`src/rtl/uart_pkg.sv`:
```
// Shared types and constants for the UART receive path.
package uart_pkg;

   typedef enum logic [2:0] {
      ST_IDLE,
      ST_START,
      ST_DATA,
      ST_PARITY,
      ST_STOP,
      ST_WAIT_IDLE
   } uart_rx_state_t;

   localparam int unsigned UART_DEFAULT_CLKS_PER_BIT = 10420;
   localparam int unsigned UART_DATA_BITS            = 8;

endpackage

```
`src/rtl/uart_rx_bit_timer.sv`:
```
// Loadable bit-period down-counter; expire pulses while enabled at count==1.
module uart_rx_bit_timer #(
   parameter int unsigned WIDTH = 14
) (
   input  logic             clk,
   input  logic             rst,
   input  logic             load,
   input  logic             enable,
   input  logic [WIDTH-1:0] load_val,
   output logic             expire
);

   logic [WIDTH-1:0] r_count;

   // Decrement wraps through zero, so a load value of 2**WIDTH (truncated to 0)
   // still yields a full 2**WIDTH-cycle period.
   always_ff @(posedge clk) begin
      if (rst) begin
         r_count <= '0;
      end else if (load) begin
         r_count <= load_val;
      end else if (enable) begin
         r_count <= r_count - 1'b1;
      end
   end

   assign expire = enable && (r_count == WIDTH'(1));

endmodule

```
`src/rtl/uart_rx.sv`:
```
// UART receiver: 8N1 by default, 8E1 when UART_RX_PARITY_EN is defined.
module uart_rx
   import uart_pkg::*;
#(
   parameter int unsigned CLKS_PER_BIT = UART_DEFAULT_CLKS_PER_BIT,
   parameter int unsigned DATA_BITS    = UART_DATA_BITS
) (
   input  logic                 clk,
   input  logic                 rst,
   input  logic                 rx,
   output logic [DATA_BITS-1:0] rx_data,
   output logic                 rx_valid,
   output logic                 parity_err,
   output logic                 frame_err,
   output logic                 busy
);

   localparam int unsigned TW  = $clog2(CLKS_PER_BIT);
   localparam int unsigned BCW = $clog2(DATA_BITS);
   localparam logic [TW-1:0]  LOAD_HALF = TW'(CLKS_PER_BIT / 2);
   localparam logic [TW-1:0]  LOAD_FULL = TW'(CLKS_PER_BIT);
   localparam logic [BCW-1:0] LAST_BIT  = BCW'(DATA_BITS - 1);

   uart_rx_state_t       r_state;
   logic [1:0]           r_sync;
   logic [DATA_BITS-1:0] r_shift;
   logic [BCW-1:0]       r_bit_cnt;
   logic                 w_rx_s;
   logic                 w_load;
   logic                 w_enable;
   logic [TW-1:0]        w_load_val;
   logic                 w_expire;
`ifdef UART_RX_PARITY_EN
   logic                 r_par_bit;
`endif

   assign w_rx_s = r_sync[1];
   assign busy   = (r_state != ST_IDLE);

   always_comb begin
      w_load     = 1'b0;
      w_load_val = LOAD_FULL;
      w_enable   = 1'b0;
      case (r_state)
         ST_IDLE: begin
            if (!w_rx_s) begin
               w_load     = 1'b1;
               w_load_val = LOAD_HALF;
            end
         end
         ST_START, ST_DATA, ST_PARITY, ST_STOP: begin
            w_enable = 1'b1;
            w_load   = w_expire;
         end
         default: ;
      endcase
   end

   uart_rx_bit_timer #(
      .WIDTH (TW)
   ) u_timer (
      .clk      (clk),
      .rst      (rst),
      .load     (w_load),
      .enable   (w_enable),
      .load_val (w_load_val),
      .expire   (w_expire)
   );

   always_ff @(posedge clk) begin
      if (rst) begin
         r_state   <= ST_IDLE;
         r_sync    <= 2'b11;
         r_shift   <= '0;
         r_bit_cnt <= '0;
         rx_data   <= '0;
         rx_valid  <= 1'b0;
         frame_err <= 1'b0;
`ifdef UART_RX_PARITY_EN
         r_par_bit  <= 1'b0;
         parity_err <= 1'b0;
`endif
      end else begin
         r_sync   <= {r_sync[0], rx};
         rx_valid <= 1'b0;
         case (r_state)
            ST_IDLE: begin
               if (!w_rx_s) begin
                  r_state   <= ST_START;
                  r_bit_cnt <= '0;
               end
            end
            ST_START: begin
               if (w_expire) begin
                  r_state <= w_rx_s ? ST_IDLE : ST_DATA;
               end
            end
            ST_DATA: begin
               if (w_expire) begin
                  r_shift   <= {w_rx_s, r_shift[DATA_BITS-1:1]};
                  r_bit_cnt <= r_bit_cnt + 1'b1;
                  if (r_bit_cnt == LAST_BIT) begin
`ifdef UART_RX_PARITY_EN
                     r_state <= ST_PARITY;
`else
                     r_state <= ST_STOP;
`endif
                  end
               end
            end
`ifdef UART_RX_PARITY_EN
            ST_PARITY: begin
               if (w_expire) begin
                  r_par_bit <= w_rx_s;
                  r_state   <= ST_STOP;
               end
            end
`endif
            ST_STOP: begin
               if (w_expire) begin
                  rx_data   <= r_shift;
                  rx_valid  <= 1'b1;
                  frame_err <= ~w_rx_s;
`ifdef UART_RX_PARITY_EN
                  parity_err <= r_par_bit ^ (^r_shift);
`endif
                  // A low stop bit may be a line break; hold off until rx idles.
                  r_state <= w_rx_s ? ST_IDLE : ST_WAIT_IDLE;
               end
            end
            ST_WAIT_IDLE: begin
               if (w_rx_s) begin
                  r_state <= ST_IDLE;
               end
            end
            default: r_state <= ST_IDLE;
         endcase
      end
   end

`ifndef UART_RX_PARITY_EN
   assign parity_err = 1'b0;
`endif

endmodule

```
`config.mk`:
```
export PLATFORM = sky130hd
export DESIGN_NAME = uart_rx
export DESIGN_NICKNAME = d
export VERILOG_FILES = /design/src/rtl/uart_pkg.sv /design/src/rtl/uart_rx_bit_timer.sv /design/src/rtl/uart_rx.sv
export SDC_FILE = /design/constraint.sdc
export NUM_CORES = 1
export LEC_CHECK = 0
export CORE_UTILIZATION = 45
export CTS_CLUSTER_DIAMETER = 30
export CTS_CLUSTER_SIZE = 8
export DETAILED_ROUTE_END_ITERATION = 10
export GPL_ROUTABILITY_DRIVEN = 0
export PLACE_DENSITY = 0.69
export SYNTH_ARGS = -nofsm -noshare
export SYNTH_HDL_FRONTEND = slang
export SYNTH_SLANG_ARGS = --single-unit
```
`constraint.sdc`:
```
create_clock -name clk -period 5.9 [get_ports clk]
set_clock_uncertainty 0.15 [all_clocks]
set_input_delay 0.59 -clock clk [delete_from_list [all_inputs] [get_ports clk]]
set_output_delay 0.59 -clock clk [all_outputs]
set_load 0.01 [all_outputs]
```
==> COMMIT_EDITMSG, run 1 <==
Update PnR metrics after Yosys + OpenROAD run

* Outcome: finished, final reports clean
- The final timing report lists a hold violation count of 0.
- Wire length on met3: 195 µm
- Hold is met by 0.2633 ns.
- Per the synthesis report, the XOR/XNOR share of the synthesized area is 0.004430.
* Worst supply voltage drop on vdd: 193.1 µV
- Before CTS, the worst setup slack after placement is 3.549 ns.
- Average detailed-routed wire length per instance: 14.80 µm
- I/O Buffers: 13
- Per STA, the highest per-stage delay on the worst path measures 0.63 ns.
* Via count of the first global-routing pass: 1,508
- In the final design database the tool counted 247 nets.
* Pleak: 0.7354 nW
- The sequential power reported by the tool is 0.356 mW.
* Flop-to-flop setup slack: 3.48 ns
- Counting pins that exceed their max-slew limit in the final report gives 0.
* Minimum clock period after layout: 2.541 ns
* Most frequently used cell type in the post-synthesis netlist: sky130_fd_sc_hd__dfxtp_1
- Clock share of power: 0.216
* Adders+Majority by Area: 0.02532
* Data arrival at the endpoint of the critical path: 1.80 ns
- Part of the total power dissipated in combinational logic: 0.375
- In the per-layer summary, the met1 wirelength comes to 2208 µm.
- Netlist Area Pre-Place: 1977 µm²
- The synthesized design contains 0 enable-type register cells.
* Layout area overhead: 10.19%
- Fraction of final layout cells with drive strength greater than 1: 0.09544
* Sequential fraction of the synthesis area: 0.4051
- For this run, asynchronously set or reset flops after synthesis account for 0.
* Number of core rows: 23
- Total number of clock tree sinks: 40
- Metal2 WL: 1845 µm
[run 1: stage by stage]
| stage | instances | utilization |
|---|---|---|
| 2_1_floorplan | 237 | - |
| 5_1_grt | 291 | 0.5293 |
| 4_1_cts | 291 | 0.5293 |
| 3_5_place_dp | 283 | 0.5068 |
| 3_3_place_gp | 283 | 0.5068 |
| 6_report | 291 | 0.5293 |
[run 1: layout make-up]
class	count	area, µm²	share of cell area
multi-input cells	174	1062	0.4877
flip-flops and latches	40	800.8	0.3676
repair buffers	15	145.1	0.06663
clock buffers	6	82.58	0.03791
well taps	50	62.56	0.02872
inverters	4	15.01	0.006893
clock inverters	2	10.01	0.004595
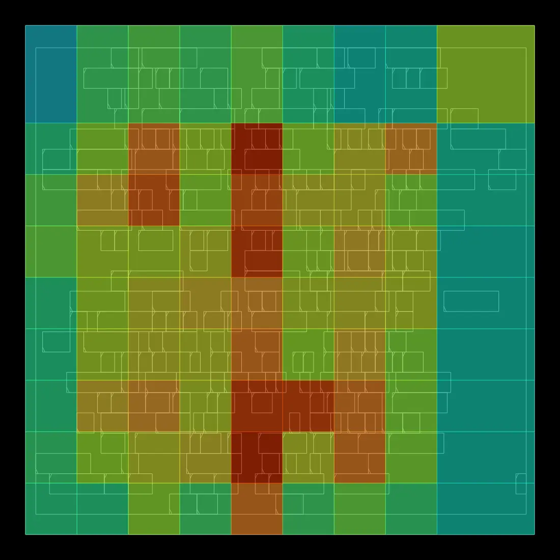
Run 1: congestion heat map
met3 usage: 0.05500
global route hottest layer: met1
met1 Resource Use GR: 0.3169
fraction of met2 tracks used by global routing: 0.2782
Tot GR Track Use: 0.2083

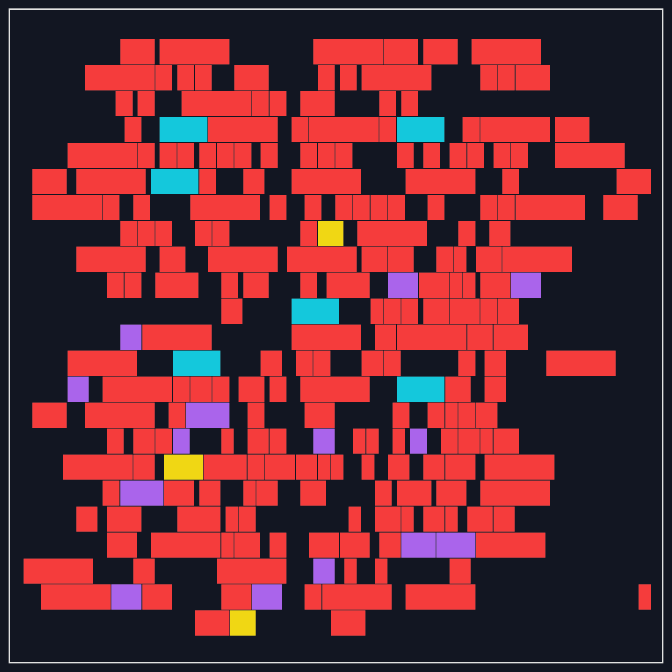
Run 1: drive-strength map
- x2: purple (cells 14; share 5.8%)
- x3 and x4: yellow (cells 3; share 1.2%)
- x6 and larger: cyan (cells 6; share 2.5%)
- x1 and smaller: red (cells 218; share 90%)

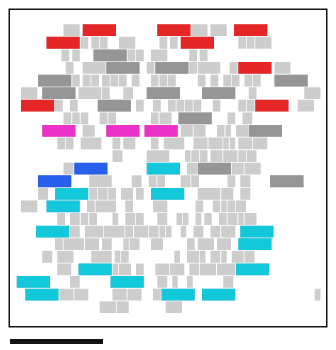
Run 1: sequential cells colored by netlist name
Bar = 20 µm. Other sequential cells in the stronger gray, the rest of the logic in the fainter gray.
- u_timer.r_count: cyan (sequential cells 14)
- r_sync: blue (sequential cells 2)
- rx_data: red (sequential cells 8)
- r_bit_cnt: magenta (sequential cells 3)

Run 1, routed metal, one color a layer:
Two of the layers only.
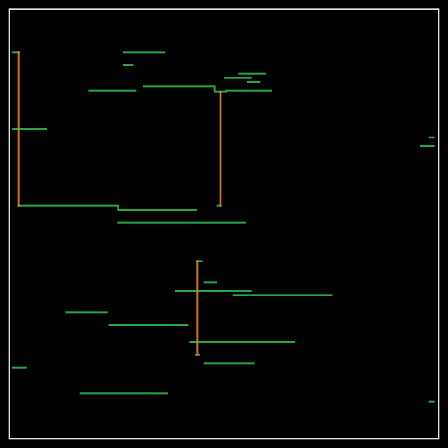

==> run 2, diff against run 1 <==
==> constraint.sdc (replaced) <==
create_clock -name clk -period 2.4 [get_ports clk]
set_clock_uncertainty 0.15 [all_clocks]
set_input_delay 0.24 -clock clk [delete_from_list [all_inputs] [get_ports clk]]
set_output_delay 0.24 -clock clk [all_outputs]
set_load 0.01 [all_outputs]
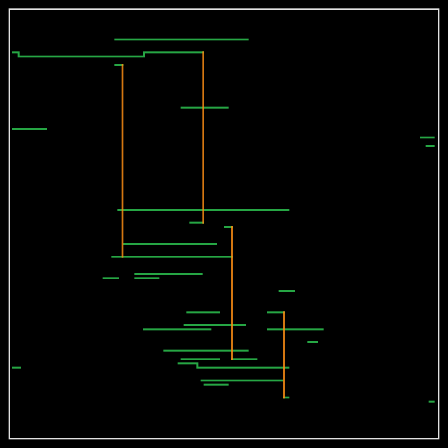
Run 2: routed metal, one color a layer
Two of the layers only.
- M4: orange (wire length 92.5 µm)
- M3: green (wire length 251 µm)

==> run 2 against run 1 <==
Die area is the same. Worst setup slack lost 3.2 ns. Non-clock buffer count grew 7.
==> COMMIT_EDITMSG, run 2 <==
Update PnR metrics after Yosys + OpenROAD run

- The area of the mapped netlist was 1977 µm² (unchanged).
* Global route hottest layer: met1
- Worst supply voltage drop on vdd: 460.8 µV (+140%)
* Outcome: finished, final reports clean
- Looking at the gate-level netlist, the highest instance count belongs to sky130_fd_sc_hd__dfxtp_1.
- The overall fraction of global-route tracks in use came to 0.2236 (+0.01533).
- The final count of hold timing violations came to 0 (unchanged).
- Average detailed-routed wire length per instance: 15.05 µm (+1.7%)
* Pleak: 0.7638 nW (+3.9%)
- The sequential power is 0.883 mW (+150%).
- Met3 usage: 0.05167 (-0.003333)
- Layout area overhead: 13.10%
* Number of placed instances with taps included: 290 (+2.5%)
- Sequential standard cell area: 800.8 µm² (unchanged)
- The logic gate share of total power was 0.376 (about the same).
* Wire length on met3: 251 µm (+29%)
* Minimum clock period after layout: 2.198 ns
- The portion of total power attributed to the clock network was 0.220 (+0.004).
* Combinational Area: 1062 µm² (unchanged)
- Clock Root Buffer: sky130_fd_sc_hd__clkbuf_8
- Fin nets: 254 (+2.8%)
- The count of port buffers added during placement was 13 (unchanged).
- The reg-to-reg setup timing slack was 0.24 ns (-3.24 ns).
- The share of synthesized registers carrying an async set or reset came to 0 (unchanged).
* Final core area utilization: 0.5433 (+0.01399)
* Metal2 WL: 1971 µm (+6.8%)
- The number of standard cells in the final layout excluding fillers was 298 (+2.4%).
- Fraction of final layout cells with drive strength greater than 1: 0.1210 (+0.02553)
* Hold slack final: 0.2681 ns (+0.004818 ns)
- The xor and xnor fraction of the mapped netlist area came to 0.004430 (unchanged).
* Tally of max-capacitance violations: 0
* Data arrival at the endpoint of the critical path: 1.81 ns (about the same)
- The number of global-route vias before repair came to 1,561 (+3.5%).
* Fraction of met2 tracks used by global routing: 0.3125 (+0.03431)
- The sum of routed wire segments on met1 was 2168 µm (-1.8%).
* Total number of clock tree sinks: 40 (unchanged)
* Crit path capture: busy
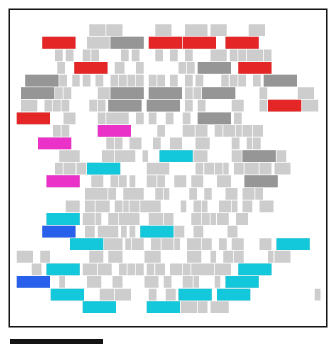
Run 2: sequential cells colored by netlist name
Bar = 20 µm. Other sequential cells in the stronger gray, the rest of the logic in the fainter gray.
- rx_data: red (sequential cells 8)
- r_sync: blue (sequential cells 2)
- u_timer.r_count: cyan (sequential cells 14)
- r_bit_cnt: magenta (sequential cells 3)

-- run 2: kinds of logic (layout without fill, tap and decap cells) --
| logic type | after synthesis | count (layout) |
|---|---|---|
| buf+inv | 23 | 34 |
| xor+xnor | 1 | 1 |
| mux | 2 | 2 |
| fa+ha+maj | 4 | 4 |
| other cells | 1 | 1 |
| flops | 40 | 40 |
| simple gates | 89 | 89 |
| compound gates | 77 | 77 |
-- run 2: layout make-up --
| class | count | area share |
|---|---|---|
| tap | 50 | 0.02798 |
| multi-input combinational | 174 | 0.4751 |
| timing repair buffer | 22 | 0.08842 |
| clock inverter | 2 | 0.006715 |
| inverter | 4 | 0.006715 |
| clock buffer | 6 | 0.03693 |
| sequential | 40 | 0.3581 |
Run 2, gate-type map:
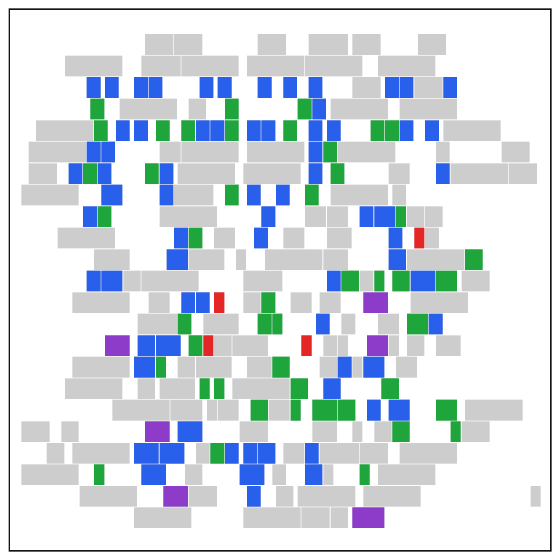

==> run 3, diff against run 2 <==
--- a/config.mk
+++ b/config.mk
@@ -5,12 +5,13 @@
 export SDC_FILE = /design/constraint.sdc
 export NUM_CORES = 1
 export LEC_CHECK = 0
-export CORE_UTILIZATION = 45
+export CORE_UTILIZATION = 55
 export CTS_CLUSTER_DIAMETER = 30
 export CTS_CLUSTER_SIZE = 8
 export DETAILED_ROUTE_END_ITERATION = 10
 export GPL_ROUTABILITY_DRIVEN = 0
-export PLACE_DENSITY = 0.69
+export MAX_ROUTING_LAYER = met4
+export PLACE_DENSITY = 0.81
 export SYNTH_ARGS = -nofsm -noshare
 export SYNTH_HDL_FRONTEND = slang
 export SYNTH_SLANG_ARGS = --single-unit
==> constraint.sdc (replaced) <==
create_clock -name clk -period 2.6 [get_ports clk]
set_clock_uncertainty 0.15 [all_clocks]
set_input_delay 0.26 -clock clk [delete_from_list [all_inputs] [get_ports clk]]
set_output_delay 0.26 -clock clk [all_outputs]
set_load 0.01 [all_outputs]
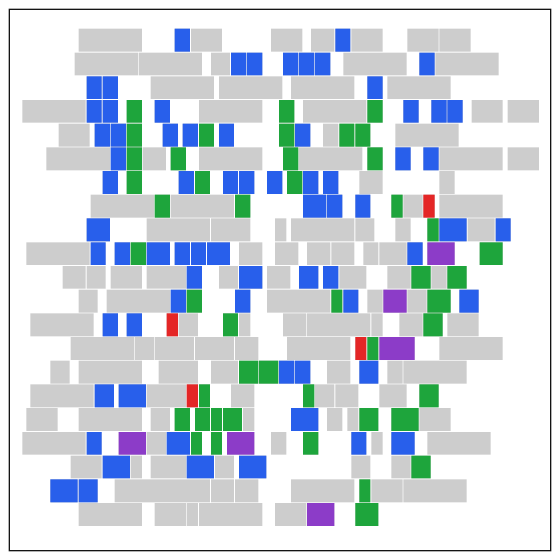
Run 3: gate-type map
- inv cells: red (cells 4; where middle)
- aoi and oai cells: blue (cells 71)
- nand cells: green (cells 46)
- non-inverting ao/oa cells: purple (cells 6)

==> run 3 against run 2 <==
Utilization increased by 11 points. Sequential power fell by 8.2%. Register-to-register slack better by 0.05 ns. Die area down 18%. Non-clock buffer count did not move. Routed wire length decreased by 2.1%. Sequential share of layout area increased by 0.36 points. Synthesized cell count did not move.
==> COMMIT_EDITMSG, run 3 <==
Update PnR metrics after Yosys + OpenROAD run

* Multi-input comb cells: 174 (unchanged)
* I/O Buffers: 13 (unchanged)
- Area fraction of clock buffers and clock inverters: 0.03618 (-0.007470)
- The final count of hold timing violations is 0 (unchanged).
- The global-route track usage on met3 was 0.07039 (+0.01873).
- The clock tree buffer count of the final layout came to 5 (-1).
- The share of synthesized registers carrying an async set or reset came to 0 (unchanged).
- The final hold slack came to 0.2754 ns (+0.007313 ns).
* Largest cell class: logic gates
- Average detailed-routed wire length per instance: 14.94 µm (-0.74%)
- Fraction of standard cell area in multi-input logic: 0.4799 (+0.004834)
* Clock Root Buffer: sky130_fd_sc_hd__clkbuf_4
* Netlist Area Pre-Place: 1977 µm² (unchanged)
- The area occupied by registers is 800.8 µm² (unchanged).
* Worst supply voltage drop on vdd: 648.5 µV (+41%)
* Fraction of final layout cells with drive strength greater than 1: 0.1210 (unchanged)
* Pleak: 0.7602 nW (-0.46%)
- The number of well-tap cells placed came to 46 (-8.0%).
- Syn Inst Count: 237
* Most frequently used cell type in the post-synthesis netlist: sky130_fd_sc_hd__dfxtp_1
- Register share of the cell area: 0.3618 (+0.003644)
* Logic inverters: 4 (unchanged)
- Final Instance Count excl. Fillers: 294 (-1.3%)
- Compared with the post-synthesis result, the final layout area differs by 11.96%.
* Total number of clock tree sinks: 40 (unchanged)
- Tally of max-capacitance violations: 0 (unchanged)
* Global route hottest layer: met1
- The data arrival time of the critical path came to 2.45 ns (+0.64 ns).
- The final timing report derives a shortest allowable period of 2.305 ns.
- XOR/XNOR share of the synthesized area: 0.004430 (unchanged)
* Via count of the first global-routing pass: 1,532 (-1.9%)
- Outcome: finished, final reports clean
- The sum of routed wire segments on met1 was 2076 µm (-4.2%).
- The number of nets in the layout is 254 (unchanged).
* Final core area utilization: 0.6530 (+0.1097)
- Tot GR Track Use: 0.2650 (+0.04138)
- Fraction of met2 tracks used by global routing: 0.3450 (+0.03248)
- Non-clock buffer area fraction after layout: 0.08932 (+0.0008996)
- Count of sequential standard cells: 40 (unchanged)
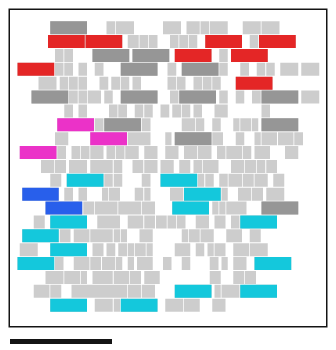
Run 3: sequential cells colored by netlist name
Bar = 20 µm. Other sequential cells in the stronger gray, the rest of the logic in the fainter gray.
- r_sync: blue (sequential cells 2)
- r_bit_cnt: magenta (sequential cells 3)
- rx_data: red (sequential cells 8)
- u_timer.r_count: cyan (sequential cells 14)

[run 3: cell counts after synthesis]
Identical to the previous run, type by type.
[run 3: kinds of logic after synthesis]
logic type                 after synthesis
AOI/OAI and AO/OA                       77
xor gates and xnor gates                 1
adders and majority gates                4
buffers and inverters                   23
DFF                                     40
muxes                                    2
other                                    1
and+or+nand+nor                         89
[run 3: final timing paths]
path / start / endpoint / slack (ns)
min: r_sync[0] / r_sync[1] / 0.28
max reg2reg: u_timer.r_count[1] / u_timer.r_count[6] / 0.29
max: u_timer.r_count[1] / u_timer.r_count[6] / 0.29
min reg2reg: r_sync[0] / r_sync[1] / 0.28
[run 3: report_power, final]
| part | internal, mW | switching, mW |
|---|---|---|
| clock | 0.200 | 0.211 |
| sequential | 0.695 | 0.117 |
| combinational | 0.304 | 0.452 |
| total | 1.20 | 0.780 |
No activity file was given, so power comes from the tool's default toggle rates.
